### Clock nets

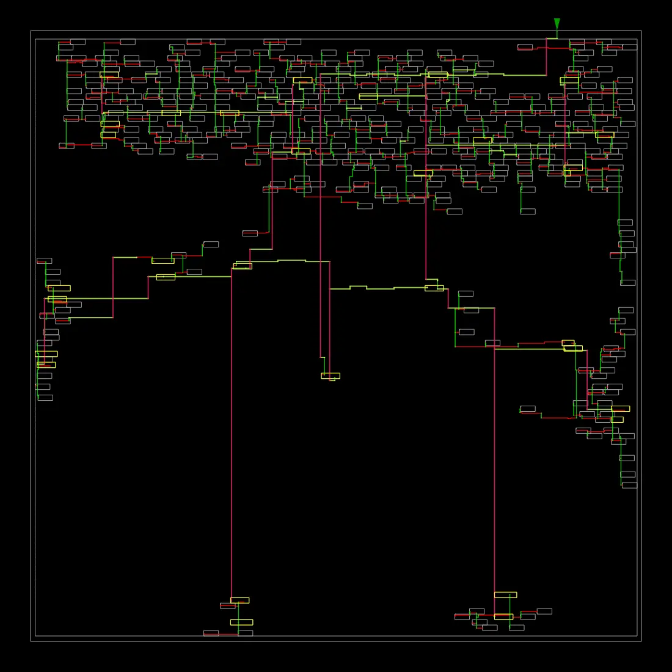
### Metal 4

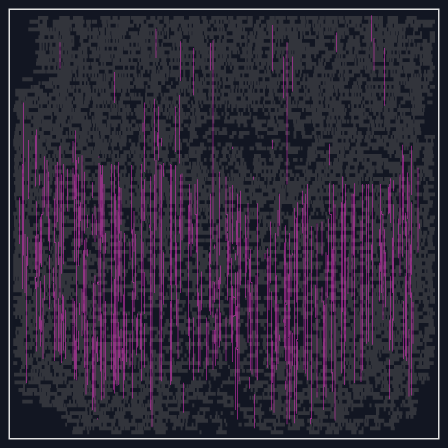
### Cells colored by class

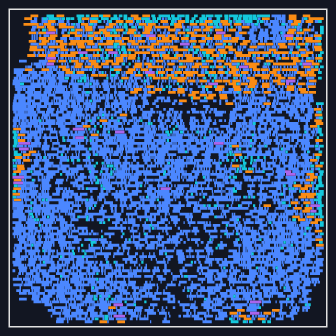
### Signal metal coverage by tile

The die is cut into 30 by 30 equal tiles; dark blue is low, red is high, scaled to the fullest tile. Values are wire area over tile area, all layers added.
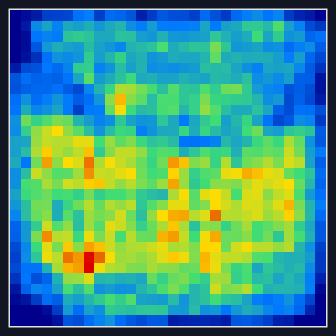
==> config.mk <==
export PLATFORM = sky130hd
export DESIGN_NAME = mul_pipeline_flat
export DESIGN_NICKNAME = d
export VERILOG_FILES = /design/src/rtl/mul_pipeline_pkg.sv /design/src/rtl/mul_pipeline_if.sv /design/src/rtl/mul_pipe_stage.sv /design/src/rtl/mul_pipeline.sv /design/src/flat_wrapper.sv
export SDC_FILE = /design/constraint.sdc
export NUM_CORES = 2
export LEC_CHECK = 0
export CAP_MARGIN = 0
export CORE_MARGIN = 2
export CORE_UTILIZATION = 60
export CTS_CLUSTER_DIAMETER = 120
export CTS_CLUSTER_SIZE = 30
export DETAILED_ROUTE_END_ITERATION = 12
export GPL_TIMING_DRIVEN = 0
export PLACE_DENSITY = 0.82
export SYNTH_ARGS = -nofsm -noshare
export SYNTH_HDL_FRONTEND = slang
export SYNTH_SLANG_ARGS = --single-unit
==> constraint.sdc <==
create_clock -name clk -period 20.1 [get_ports clk]
set_clock_uncertainty 0.15 [all_clocks]
set_input_delay 5.025 -clock clk [delete_from_list [all_inputs] [get_ports clk]]
set_output_delay 5.025 -clock clk [all_outputs]
set_load 0.05 [all_outputs]
==> metrics.csv <==
stage,metric,value,unit
run_status,outcome,"complete, but fails checks",
floorplan,fp.coreArea,88600,um^2
setup_path,cp-start-kind,input pin,
synthesis,top_area_frac,0.419,
synthesis,yosysTopAreaCell,fa_1,
place,dp_hpwl,163,mm
setup_path,worstRegToRegCells,28,
clock_network,cts_resized,0,
job,max-cap-violations,1,
final_layout,final_cell_mix,"nand2_1, fa_1, inv_1, and2_1, a21oi_1",
run_status,violations,"max-capacitance violations, max-slew violations",
synthesis,mux_area_frac,0.00191,
synthesis,fp_nets,7600,
pwr,clock_power_share,0.274,
global_routing,grt_max_degree,31,
pwr,vdd_ir_drop_max,0.0737,mV
pwr,p_leak,27.0,nW
final_layout,largest_reg_flops,176,
final_layout,layout.nets,7818,
synthesis,syn_avg_cell_area,8.77,um^2
clock_network,root_buffer,clkbuf_16,
synthesis,ys_sh_aoi,0.0696,
timing,slew_violations,15,
global_routing,antenna_found_initial,28,
synthesis,synth_area,53800,um^2
min_path,hold_path_depth,2,
place,pre_cts_ws,7920,ps
timing,worst_slew_pin_slew,1660,ps
place,gp_congestion,1.06,
Back to the opening pictures, 'Clock nets':
clk pwr: 0.000566 W
Flop Count: 422
clock sinks: 422

Back to the opening pictures, 'Metal 4':
nets with wire on the layer: 241
main direction: vertical
share of all routed wire: 8.1%
longest straight run: 165 um
WL final: 200 mm
vias: 44,644

Back to the opening pictures, 'Cells colored by class':
[all other logic] blue | cells: 5,338 | share of their area: 78%
[other buffers and delay cells] cyan | cells: 570 | share of their area: 6.0%
[clock drivers and dummy loads] purple | cells: 32 | share of their area: 1.4%
[flip-flops] orange | cells: 422 | share of their area: 15%
flop share of the area: 0.146
row count: 109
Core Util, Final: 0.655

Back to the opening pictures, 'Signal metal coverage by tile':
nearly empty tiles: 2.2%
fullest tile: 0.91
tiles over half the peak: 38%
emptiest ninth of the die: top left
mean over tiles: 0.39
WL/cell: 26.5 um
GRT Total Usage: 0.444

## area by class of cell
type	instances	share of cell area
repair buffers	193	0.0333
well taps	1165	0.0251
flip-flops and latches	422	0.146
clock buffers	23	0.00992
inverters	1119	0.0724
diodes	20	0.000862
plain buffers	377	0.0249
multi-input cells	4219	0.684
clock inverters	9	0.00364
## power by group through the flow
stage	sequential [W]	combinational (W)	clock [W]
6_report	0.000883	0.000616	0.000566
5_1_grt	0.000882	0.000651	0.000594
4_1_cts	0.000880	0.000591	0.000568
3_5_place_dp	0.000899	0.000587	0
3_3_place_gp	0.000898	0.000579	0
2_1_floorplan	0.000880	0.000337	0
## cells by family (layout without fill, tap and decap cells)
logic type | Yosys count | after routing
mux | 10 | 10
compound gates | 658 | 658
flops | 422 | 422
xor+xnor | 117 | 117
fa+ha+maj | 1337 | 1337
buf+inv | 1496 | 1721
simple gates | 2097 | 2097
other cells | 0 | 20
## critical path, cell delays in order
cell             delay [ps]
clkbuf_1                360
xnor2_1                 170
nand3_1                  90
nor3_1                  200
a31oi_1                  70
o22a_1                  200
nand4_1                  90
clkdlybuf4s50_1         830
## cells in the mapped netlist (4+ instances only)
| library cell | number |
|---|---|
| and2_1 | 544 |
| o22ai_1 | 9 |
| nor4_1 | 6 |
| a21boi_0 | 4 |
| a21o_1 | 27 |
| and3_1 | 7 |
| xor2_1 | 43 |
| nor2b_1 | 26 |
| o21bai_1 | 9 |
| nor3_1 | 30 |
| inv_1 | 1118 |
| clkbuf_1 | 360 |
| a21oi_1 | 456 |
| a211oi_1 | 9 |
| xnor2_1 | 74 |
| buf_2 | 6 |
| o2111ai_1 | 4 |
| o21ai_1 | 7 |
| dfxtp_1 | 422 |
| nand4_1 | 15 |
| o211ai_1 | 7 |
| mux2i_1 | 8 |
| a22oi_1 | 20 |
| o21a_1 | 4 |
| a32oi_1 | 5 |
| or3_1 | 7 |
| or4_1 | 7 |
| nand2b_1 | 18 |
| buf_1 | 5 |
| and4_1 | 5 |
| nor2_1 | 52 |
| fa_1 | 1125 |
| o21ai_0 | 50 |
| ha_1 | 212 |
| nand3_1 | 27 |
| a31oi_1 | 10 |
| nand2_1 | 1337 |
## per-stage QoR
stage | hold WS (ps) | utilization | total power, W | cell area [um^2] | std cells
6_report | 293 | 0.655 | 0.00206 | 58000 | 7547
4_1_cts | 292 | 0.654 | 0.00204 | 58000 | 7527
3_3_place_gp | 286 | 0.645 | 0.00148 | 57200 | 7495
3_5_place_dp | 292 | 0.645 | 0.00149 | 57200 | 7495
2_1_floorplan | 281 | - | 0.00122 | 53800 | 6137
5_1_grt | 305 | 0.654 | 0.00213 | 58000 | 7528
## layer usage
metal,wire length (um),track usage
met1,74200,0.589
met2,83400,0.641
met3,26000,0.125
met4,16200,0.287
met5,110,0
Power figures rest on the tool's default switching activity, not on a simulated workload.
